**Nets reached from selected ports**

Drawn at 6 px/um.
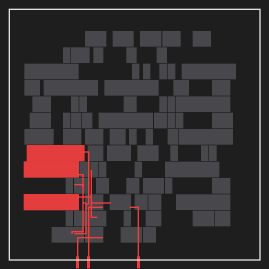
**Gate-type map**

Drawn at 12 px/um.
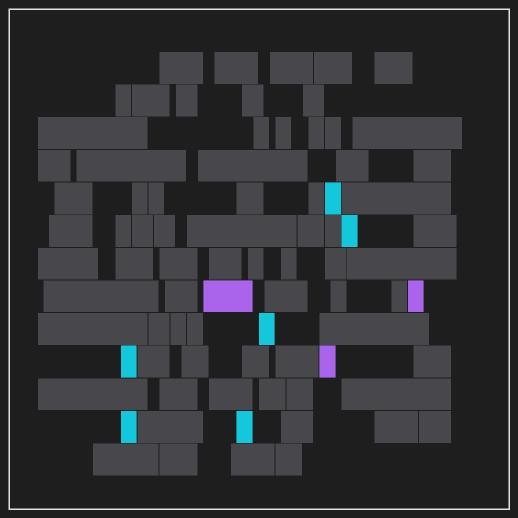
**Placement view**

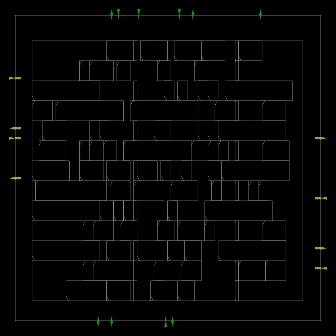
===== src/rtl/ram_scan_pkg.sv =====
// Shared definitions for the register-file scan controller: state encoding
// and the ceiling-log2 helper used to size address buses.
package ram_scan_pkg;

  localparam logic [1:0] ST_IDLE  = 2'd0;
  localparam logic [1:0] ST_FETCH = 2'd1;
  localparam logic [1:0] ST_SEND  = 2'd2;
  localparam logic [1:0] ST_DONE  = 2'd3;

  typedef enum logic [1:0] {
    IDLE  = ST_IDLE,
    FETCH = ST_FETCH,
    SEND  = ST_SEND,
    DONE  = ST_DONE
  } state_t;

  function automatic int Log(input int n);
    int r;
    r = 0;
    for (int i = 0; i < 31; i++) begin
      if ((1 << i) < n) r = i + 1;
    end
    return r;
  endfunction

endpackage


===== src/rtl/ram_scan_cnt.sv =====
// Address counter for the scan: clears to zero, steps by one on request and
// flags the last valid address N-1.
module scan_cnt
  import ram_scan_pkg::*;
#(
  parameter  int N = 8,
  localparam int G = Log(N)
) (
  input  logic         clk,
  input  logic         rst_n,
  input  logic         clr,
  input  logic         inc,
  output logic [G-1:0] cnt,
  output logic         last
);

  logic [G-1:0] cnt_q;
  logic [G-1:0] cnt_d;

  always_comb begin
    cnt_d = cnt_q;
    if (clr) begin
      cnt_d = '0;
    end else if (inc) begin
      cnt_d = cnt_q + 1'b1;
    end
  end

  always_ff @(posedge clk or negedge rst_n) begin
    if (!rst_n) begin
      cnt_q <= '0;
    end else begin
      cnt_q <= cnt_d;
    end
  end

  assign cnt  = cnt_q;
  assign last = (cnt_q == G'(N - 1));

endmodule


===== src/rtl/ram_scan.sv =====
// Walks the register file from address 0 to N-1, registering each word and
// offering it downstream over a valid/ready handshake.
module ram_scan
  import ram_scan_pkg::*;
#(
  parameter  int N = 8,
  parameter  int W = 4,
  localparam int G = Log(N)
) (
  input  logic         C,
  input  logic         nR,
  input  logic         Start,
  output logic [G-1:0] A,
  input  logic [W-1:0] RD,
  output logic [W-1:0] Y,
  output logic         V,
  input  logic         Rdy,
  output logic         Busy,
  output logic         Done
);

  state_t       state_q, state_d;
  logic [W-1:0] y_q, y_d;
  logic         v_q, v_d;
  logic         busy_q, busy_d;
  logic         done_q, done_d;
  logic         cnt_inc;
  logic         cnt_clr;
  logic         cnt_last;

  scan_cnt #(.N(N)) u_cnt (
    .clk  (C),
    .rst_n(nR),
    .clr  (cnt_clr),
    .inc  (cnt_inc),
    .cnt  (A),
    .last (cnt_last)
  );

  always_comb begin
    state_d = state_q;
    y_d     = y_q;
    v_d     = v_q;
    done_d  = 1'b0;
    cnt_inc = 1'b0;
    cnt_clr = 1'b0;
    case (state_q)
      IDLE: begin
        if (Start) state_d = FETCH;
      end
      FETCH: begin
        y_d     = RD;
        v_d     = 1'b1;
        state_d = SEND;
      end
      SEND: begin
        // The word stays put until the consumer takes it.
        if (Rdy) begin
          v_d = 1'b0;
          if (cnt_last) begin
            state_d = DONE;
            done_d  = 1'b1;
          end else begin
            cnt_inc = 1'b1;
            state_d = FETCH;
          end
        end
      end
      DONE: begin
        cnt_clr = 1'b1;
        state_d = IDLE;
      end
      default: state_d = IDLE;
    endcase
    busy_d = (state_d == FETCH) || (state_d == SEND);
  end

  always_ff @(posedge C or negedge nR) begin
    if (!nR) begin
      state_q <= IDLE;
      y_q     <= '0;
      v_q     <= 1'b0;
      busy_q  <= 1'b0;
      done_q  <= 1'b0;
    end else begin
      state_q <= state_d;
      y_q     <= y_d;
      v_q     <= v_d;
      busy_q  <= busy_d;
      done_q  <= done_d;
    end
  end

  assign Y    = y_q;
  assign V    = v_q;
  assign Busy = busy_q;
  assign Done = done_q;

endmodule


===== config.mk =====
export PLATFORM = sky130hd
export DESIGN_NAME = ram_scan
export DESIGN_NICKNAME = d
export VERILOG_FILES = /design/src/rtl/ram_scan_pkg.sv /design/src/rtl/ram_scan_cnt.sv /design/src/rtl/ram_scan.sv
export SDC_FILE = /design/constraint.sdc
export NUM_CORES = 1
export LEC_CHECK = 0
export ABC_AREA = 1
export CAP_MARGIN = 25
export CORE_MARGIN = 2
export CORE_UTILIZATION = 38
export CTS_CLUSTER_DIAMETER = 60
export DETAILED_ROUTE_END_ITERATION = 8
export MAX_ROUTING_LAYER = met4
export PLACE_DENSITY_LB_ADDON = 0.15
export SYNTH_ARGS = -nofsm -noshare
export SYNTH_HDL_FRONTEND = slang
export SYNTH_SLANG_ARGS = --single-unit

===== constraint.sdc =====
create_clock -name C -period 1.3 [get_ports C]
set_input_delay 0.26 -clock C [delete_from_list [all_inputs] [get_ports C]]
set_output_delay 0.26 -clock C [all_outputs]
set_load 0.02 [all_outputs]

==> run notes <==
The synthesis and PnR run went through. Proportion of final cell area spent on non-clock buffers landed at 24.1%. The largest part of the power goes to combinational logic. Detailed-route via count landed at ~440. Counting flops with an async set or reset pin after synthesis yields a share of 100%. Sorting the synthesized cells by how often they occur yields 20 x sky130_fd_sc_hd__nand2_1, 12 x sky130_fd_sc_hd__dfrtp_1, 5 x sky130_fd_sc_hd__nand3_1. Detailed routing placed a total of 509 um of wire on met2.

STA classifies the critical path endpoint as an output pin. The worst register-to-register path begins at u_cnt.cnt[0]. Area inside the core boundary landed at approximately 1300 um^2.

Count of buffers added by post-CTS timing repair for setup landed at 0. The script extracted a net switching power of 0.000746 W. Areal power density over the cells landed at approximately 2300 nW/um^2. In the synthesized netlist the dominant register cell turns out to be sky130_fd_sc_hd__dfrtp_1.

Smallest hold slack landed at roughly 0.27 ns. There are 12 flip-flops and latches. Per the cell usage report, the commonest logic cell in the layout is sky130_fd_sc_hd__nand2_1. CTS sink count landed at 12.

Number of synthesis warnings landed at 0. The flow ran to the end, and the final reports show no timing, DRC or antenna violations. The synthesized design contains 12 register bits. The layout has 21 buffers outside the clock class.

The report shows a maximum critical-path fanout of 3. The cell sequence reported for the critical path is dlygate4sd2_1.
Notes on 'nets reached from selected ports' above:
Key: red = `A` [direction output, end cells 3, buffers 3, wire 74.4 um]

Notes on 'gate-type map' above:
Key: cyan = inv cells [cells 6]; purple = nor cells [cells 3, most used nor2_1]

Notes on 'placement view' above:
total of fill cells in the finished design: 131
number of cells in the finished layout apart from fillers: 96
Well Taps: 15

No activity file was given, so power comes from the tool's default toggle rates.
